Run 1, sequential cells coloured by netlist name:
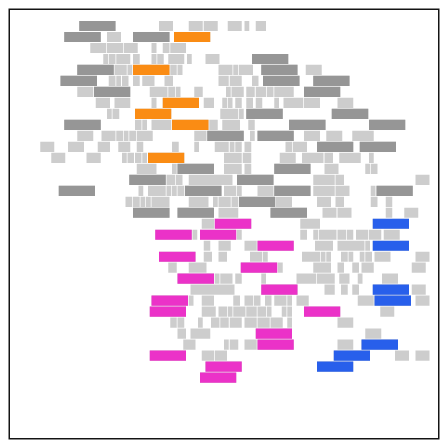
Run 1, placed standard cells:
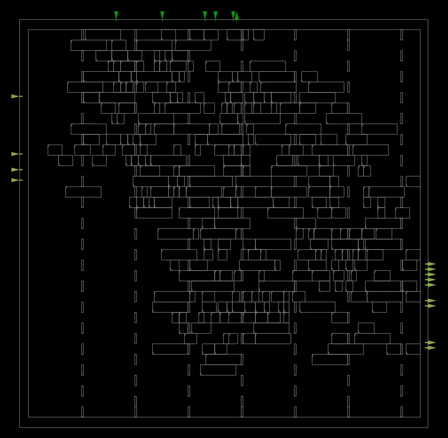
Run 1, wiring heat map:
Bar = 20 µm. The die is cut into 21 by 21 equal tiles; dark purple is low, yellow is high, scaled to the fullest tile. Values are wire area over tile area, all layers added.
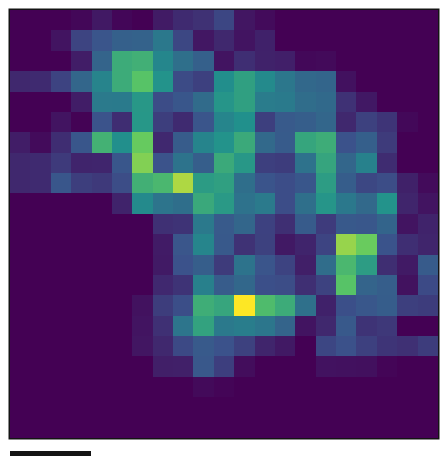
--- config.mk ---
export PLATFORM = sky130hd
export DESIGN_NAME = score_scan_display
export DESIGN_NICKNAME = d
export VERILOG_FILES = /design/src/rtl/score_scan_display_pkg.sv /design/src/rtl/score_scan_display_bcd_to_seg.sv /design/src/rtl/score_scan_display.sv
export SDC_FILE = /design/constraint.sdc
export NUM_CORES = 1
export LEC_CHECK = 0
export CORE_MARGIN = 2
export CORE_UTILIZATION = 30
export DETAILED_ROUTE_END_ITERATION = 10
export SYNTH_ARGS = -nofsm -noshare
export SYNTH_HDL_FRONTEND = slang
export SYNTH_HIERARCHICAL = 1
export SYNTH_SLANG_ARGS = --single-unit
--- constraint.sdc ---
create_clock -name clk -period 7.8 [get_ports clk]
set_input_delay 1.56 -clock clk [delete_from_list [all_inputs] [get_ports clk]]
set_output_delay 1.56 -clock clk [all_outputs]
set_load 0.02 [all_outputs]
--- src/rtl/score_scan_display_pkg.sv ---
// score_scan_display_pkg: shared FSM state, segment patterns and defaults for the score display.
package score_scan_display_pkg;
    typedef enum logic [1:0] {IDLE, SHIFT, COMMIT} state_t;
    localparam int SCORE_W_DEF = 6;
    localparam logic [6:0] SEG_BLANK = 7'b0000000;
    localparam logic [6:0] SEG_PATTERN [10] = '{
        7'b1111110, 7'b0110000, 7'b1101101, 7'b1111001, 7'b0110011,
        7'b1011011, 7'b1011111, 7'b1110000, 7'b1111111, 7'b1111011
    };
endpackage

--- src/rtl/score_scan_display_bcd_to_seg.sv ---
// bcd_to_seg: BCD nibble to abcdefg segment lookup; out-of-range nibbles go dark.
module bcd_to_seg
    import score_scan_display_pkg::*;
(
    input  logic [3:0] bcd,
    output logic [6:0] seg
);
    always_comb seg = (bcd > 4'd9) ? SEG_BLANK : SEG_PATTERN[bcd];
endmodule

--- src/rtl/score_scan_display.sv ---
// score_scan_display: double-dabble score to BCD, scanned onto two multiplexed 7-segment digits.
// Optional SCORE_SCAN_DISPLAY_BLANK_LZ_EN blanks a zero tens digit.
module score_scan_display
    import score_scan_display_pkg::*;
#(
    parameter int SCORE_W  = SCORE_W_DEF,
    parameter int SCAN_DIV = 50000
) (
    input  logic               clk,
    input  logic               reset,
    input  logic [SCORE_W-1:0] score,
    input  logic               score_update,
    output logic [6:0]         seg,
    output logic [1:0]         dig,
    output logic               busy
);
    localparam int CW = $clog2(SCAN_DIV);
    localparam int NW = $clog2(SCORE_W + 1);

    state_t             state_q, state_d;
    logic [SCORE_W-1:0] bin_q, bin_d, pend_score_q, pend_score_d;
    logic [3:0]         tens_q, tens_d, units_q, units_d;
    logic [3:0]         disp_tens_q, disp_tens_d, disp_units_q, disp_units_d;
    logic [NW-1:0]      nshift_q, nshift_d;
    logic               busy_q, busy_d, pend_q, pend_d;
    logic [CW-1:0]      cnt_q, cnt_d;
    logic               ptr_q, ptr_d;
    logic [6:0]         seg_q, seg_d, dec_seg;
    logic [1:0]         dig_q, dig_d;
    logic [3:0]         t_adj, u_adj, sel;
    logic [SCORE_W+7:0] sh;
    logic               tick, lz_blank;

    always_comb begin
        t_adj        = (tens_q >= 4'd5) ? tens_q + 4'd3 : tens_q;
        u_adj        = (units_q >= 4'd5) ? units_q + 4'd3 : units_q;
        sh           = {t_adj, u_adj, bin_q} << 1;
        state_d      = state_q;
        bin_d        = bin_q;
        tens_d       = tens_q;
        units_d      = units_q;
        nshift_d     = nshift_q;
        busy_d       = busy_q;
        disp_tens_d  = disp_tens_q;
        disp_units_d = disp_units_q;
        pend_d       = (score_update && state_q != IDLE) ? 1'b1 : pend_q;
        pend_score_d = (score_update && state_q != IDLE) ? score : pend_score_q;
        case (state_q)
            IDLE: if (score_update) begin
                bin_d    = score;
                tens_d   = '0;
                units_d  = '0;
                nshift_d = '0;
                busy_d   = 1'b1;
                state_d  = SHIFT;
            end
            SHIFT: begin
                {tens_d, units_d, bin_d} = sh;
                nshift_d = nshift_q + NW'(1);
                state_d  = (nshift_q == NW'(SCORE_W - 1)) ? COMMIT : SHIFT;
            end
            default: begin
                disp_tens_d  = tens_q;
                disp_units_d = units_q;
                // A request landing on this edge is newer than any pending one, so it wins.
                if (score_update || pend_q) begin
                    bin_d    = score_update ? score : pend_score_q;
                    tens_d   = '0;
                    units_d  = '0;
                    nshift_d = '0;
                    pend_d   = 1'b0;
                    state_d  = SHIFT;
                end else begin
                    busy_d  = 1'b0;
                    state_d = IDLE;
                end
            end
        endcase
    end

    bcd_to_seg u_dec (.bcd(sel), .seg(dec_seg));

    always_comb begin
        tick  = cnt_q == CW'(SCAN_DIV - 1);
        cnt_d = tick ? '0 : cnt_q + CW'(1);
        // The very first tick after reset lands on units rather than toggling.
        ptr_d = tick ? ((dig_q == 2'b00) ? 1'b0 : ~ptr_q) : ptr_q;
        sel   = ptr_d ? disp_tens_q : disp_units_q;
`ifdef SCORE_SCAN_DISPLAY_BLANK_LZ_EN
        lz_blank = ptr_d && disp_tens_q == 4'd0;
`else
        lz_blank = 1'b0;
`endif
        seg_d = tick ? (lz_blank ? SEG_BLANK : dec_seg) : seg_q;
        dig_d = tick ? (ptr_d ? 2'b10 : 2'b01) : dig_q;
    end

    always_ff @(posedge clk or posedge reset) begin
        if (reset) begin
            state_q      <= IDLE;
            bin_q        <= '0;
            tens_q       <= '0;
            units_q      <= '0;
            nshift_q     <= '0;
            busy_q       <= 1'b0;
            pend_q       <= 1'b0;
            pend_score_q <= '0;
            disp_tens_q  <= '0;
            disp_units_q <= '0;
            cnt_q        <= '0;
            ptr_q        <= 1'b0;
            seg_q        <= SEG_BLANK;
            dig_q        <= 2'b00;
        end else begin
            state_q      <= state_d;
            bin_q        <= bin_d;
            tens_q       <= tens_d;
            units_q      <= units_d;
            nshift_q     <= nshift_d;
            busy_q       <= busy_d;
            pend_q       <= pend_d;
            pend_score_q <= pend_score_d;
            disp_tens_q  <= disp_tens_d;
            disp_units_q <= disp_units_d;
            cnt_q        <= cnt_d;
            ptr_q        <= ptr_d;
            seg_q        <= seg_d;
            dig_q        <= dig_d;
        end
    end

    assign seg  = seg_q;
    assign dig  = dig_q;
    assign busy = busy_q;
endmodule

==> results_dict.tcl, run 1 <==
# implementation run metrics
set metrics [dict create \
    path_class "flip-flop to flip-flop" \
    ys_ff 61 \
    routed_via_density 4.72 \
    largest_area_cell "dfrtp_1" \
    diodes 0 \
    synth_cells 287 \
    crit_path_end_kind "flip-flop" \
    outcome "finished clean" \
    async_reset_ff_frac 1.00 \
    clk_latency_ps 330 \
    yosysTopAreaCellShare 0.489 \
    endpoint "seg[3]" \
    cts_buffer_depth 2 \
    io_buffer_count 18 \
    hp-class "flip-flop to flip-flop" \
    ff_type "dfrtp_1" \
    ys_top_logic_family "simple AND/OR/NAND/NOR gates" \
    dr.first_iter.drc_count 70 \
    place_hpwl_um 3780 \
    placed_area_mm2 0.00342 \
    setup_viol 0 \
    slew_headroom 0.434 \
    clock_sinks 61 \
    dp_slack_ps 4500 \
    ys_sh_aoi 0.113 \
    min_from "bin_q[3]" \
    common_cells "61 x dfrtp_1, 27 x o21ai_0, 24 x mux2_2, 22 x nand2_1, 18 x nor2_1" \
    crit_required_ps 8070 \
    fp_util 0.305 \
    cts_hold_buf 0 \
    post-route-worst-setup-slack_ps 4660 \
    clk_pin_slew_ps 70 \
    antenna_found_initial 0 \
    min_to "bin_q[3]" \
    drive_above_1_share 0.164 \
    first_pass_iters 4 \
]
Notes on 'sequential cells coloured by netlist name' above:
[blue] `seg` | sequential cells: 7
[orange] `bin_q` | sequential cells: 6
[magenta] `cnt_q` | sequential cells: 16
not coloured: 32
Power Sequential: 466 µW
fin util: 0.355
flop share of the area: 0.421
Flop area: 0.00153 mm²

Notes on 'placed standard cells' above:
Tap Cells: 136
final cell count without fillers: 447
Rows: 37
core area: 0.0102 mm²
Fillers: 991

Notes on 'wiring heat map' above:
fullest tile: 0.47
nearly empty tiles: 41%
tiles over half the peak: 9.3%
emptiest ninth of the die: lower left
via count: 2109
DR WL/cell: 12.6 µm
Detailed Route WL: 5650 µm

## run 1: power by group
part,internal (mW),switching [mW]
Sequential,0.394,0.0726
Combinational,0.189,0.182
Clock,0.179,0.120
Total,0.761,0.375
## run 1: critical path, stage by stage, from the launching register on
cell      delay (ps)
dfrtp_1          380
ha_1             190
and3_1           270
and4_1           200
buf_4            310
mux2_4           330
a221o_1          360
inv_1            120
ha_1             250
o21bai_4          90
and2_4           170
a221oi_1         200
mux2_2           190
## run 1: flip-flops by register name, indices dropped and copies added, names as in the netlist
| register | cells |
|---|---|
| disp_units_q | 4 |
| busy | 1 |
| disp_tens_q | 4 |
| state_q | 2 |
| nshift_q | 3 |
| bin_q | 6 |
| cnt_q | 16 |
| seg | 7 |
| pend_score_q | 6 |
| pend_q | 1 |
| units_q | 4 |
| tens_q | 4 |
| ptr_q | 1 |
| dig | 2 |
## run 1: routing by layer
metal | track usage | share of wire | up-vias
met5 | 0 | 0 | -
met4 | 0.0573 | 0.019 | 0
met3 | 0.0282 | 0.036 | 10
met2 | 0.159 | 0.45 | 36
met1 | 0.149 | 0.50 | 1013
li1 | - | - | 1050
## run 1: cell usage in the layout, fill, tap and decap left out, drive strengths merged, types with 6 or more instances in the layout
cell            n
a21oi          13
clkbuf         11
clkdlybuf4s50  18
dfrtp          61
ha             12
inv            15
mux2           29
mux2i           6
nand2          22
nor2           18
nor2b           7
o21ai          28
xnor2           8
xor2            7
## run 1: area by class of cell
cell class | instances | area [µm²] | share of cell area
clock buffers | 11 | 131 | 0.0362
clock inverters | 5 | 75.1 | 0.0207
inverters | 15 | 56.3 | 0.0155
multi-input cells | 198 | 1470 | 0.404
flip-flops and latches | 61 | 1530 | 0.421
well taps | 136 | 170 | 0.0469
repair buffers | 21 | 203 | 0.0559
Run 1, clock wires, drivers and flops:
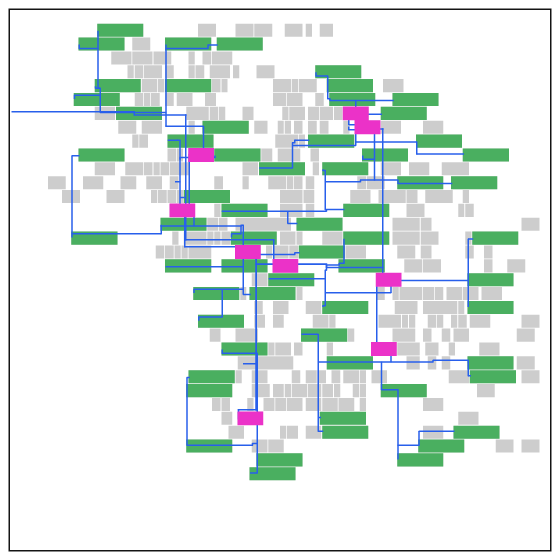

==> run 1 -> run 2 <==
clock period = 2.8 ns   (was 7.8 ns; I/O delays follow)
Run 2, clock wires, drivers and flops:
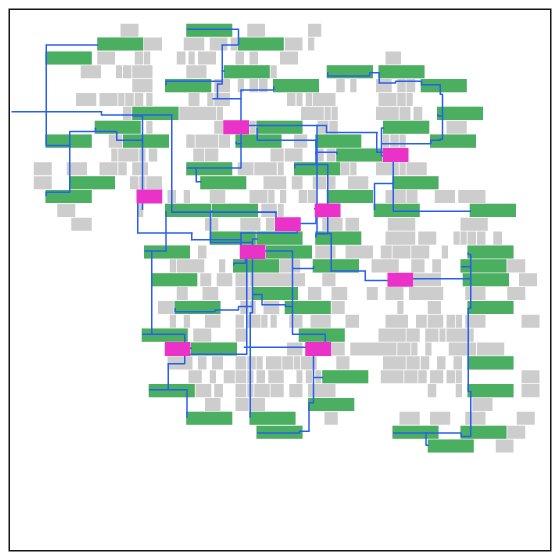
[magenta] cells driving clock nets | count: 9
[blue] clock wires | length: 868 µm
[green] flip-flops | count: 61
routed clock nets: 10
skew final: 8.04 ps
Clock net power: 748 µW
Late-Pin Clk Latency: 340 ps
Clk pwr share: 0.235

==> run 2 against run 1 <==
Compared with the run above:
- design area increased by 6.2%
- clock-buffer cell count increased by 1
- register-to-register slack got worse by 4600 ps
- total power increased to 2.8 times the previous value
- die area unchanged
- critical endpoint is now seg[6]
- largest power group unchanged
- synthesized cell count unchanged
- clock skew increased by 1.2 ps
==> results_dict.tcl, run 2 <==
# implementation run metrics
set metrics [dict create \
    min_from "bin_q[2]" \
    outcome "finished clean" \
    dr.first_iter.drc_count 79 \
    crit_chain "nor4b_2, and4_4, mux2_4, a221o_1, inv_2, ha_2, o21bai_4, and2_4, a221oi_2, mux2_4" \
    comb_area_mm2 0.00153 \
    seqCellArea_mm2 0.00153 \
    crit_required_ps 3080 \
    antenna_found_initial 0 \
    largest_reg_flops 16 \
    cts_hold_buf 0 \
    yosysTopAreaCellShare 0.489 \
    largest_area_cell "dfrtp_1" \
    clkbuf_count 12 \
    placed_area_mm2 0.00358 \
    critical_path.max_stage_delay_ps 400 \
    wl_met3_um 184 \
    lay_top_count "dfrtp_1" \
    first_pass_iters 4 \
    routed_via_density 4.69 \
    vias 2199 \
    logic_gates 198 \
    signal_buffers 45 \
    clkCellAreaFrac 0.0468 \
    nFillCells 1001 \
    rows 37 \
    seq_share 0.396 \
    wl_met1_um 2830 \
    path_class "flip-flop to flip-flop" \
    min_to "bin_q[2]" \
    routedWlPerCell_um 12.5 \
]
==> run 2: cell counts after synthesis <==
No cell type changed its count.
==> run 2: per-layer routing <==
metal / vias up / GRT usage
li1: 1096 / -
met1: 1068 / 0.143
met2: 28 / 0.185
met3: 7 / 0.0405
met4: 0 / 0.0310
met5: - / 0
==> run 2: power breakdown <==
part	total [mW]	switching (mW)	leakage [nW]	internal [mW]
registers	1.28	0.185	0.776	1.10
clock network	0.748	0.324	0.0923	0.425
logic	1.15	0.540	0.856	0.612
==> run 2: worst max path at each step <==
stage	from	end	cells past startpoint
after CTS	cnt_q[0]	seg[3]	11
after detailed placement	cnt_q[4]	seg[3]	10
final	cnt_q[4]	seg[6]	10
after floorplan	cnt_q[0]	seg[3]	13
after global placement	cnt_q[4]	seg[6]	10
after global routing	cnt_q[5]	seg[0]	11
==> run 2: repair_timing <==
action                     4_1_cts  5_1_grt
gates resized                    5       10
setup endpoints to repair        7        7
setup buffers                    0        4
gates cloned                     0        0
pin swaps                        1        3
==> run 2: worst max-delay path: cells and delay by family, from the launching register on <==
| family | cells | cell delay (ps) |
|---|---|---|
| multiplexers | 2 | 490 |
| AND/OR/NAND/NOR | 3 | 800 |
| adder cells (fa/ha/maj) | 1 | 220 |
| flip-flops | 1 | 400 |
| buffers and inverters | 1 | 90 |
| AND-OR/OR-AND | 3 | 660 |
==> run 2: metrics by stage <==
step,std cells,hold slack (ps),utilization,setup slack [ps]
after floorplan,287,442,-,9.22
after detailed placement,451,469,0.350,-78.5
after CTS,465,485,0.369,-4.86
after global routing,469,513,0.377,-42.8
after global placement,451,461,0.350,-53.9
final,469,478,0.377,96.0
Power and IR drop assume default switching activity.
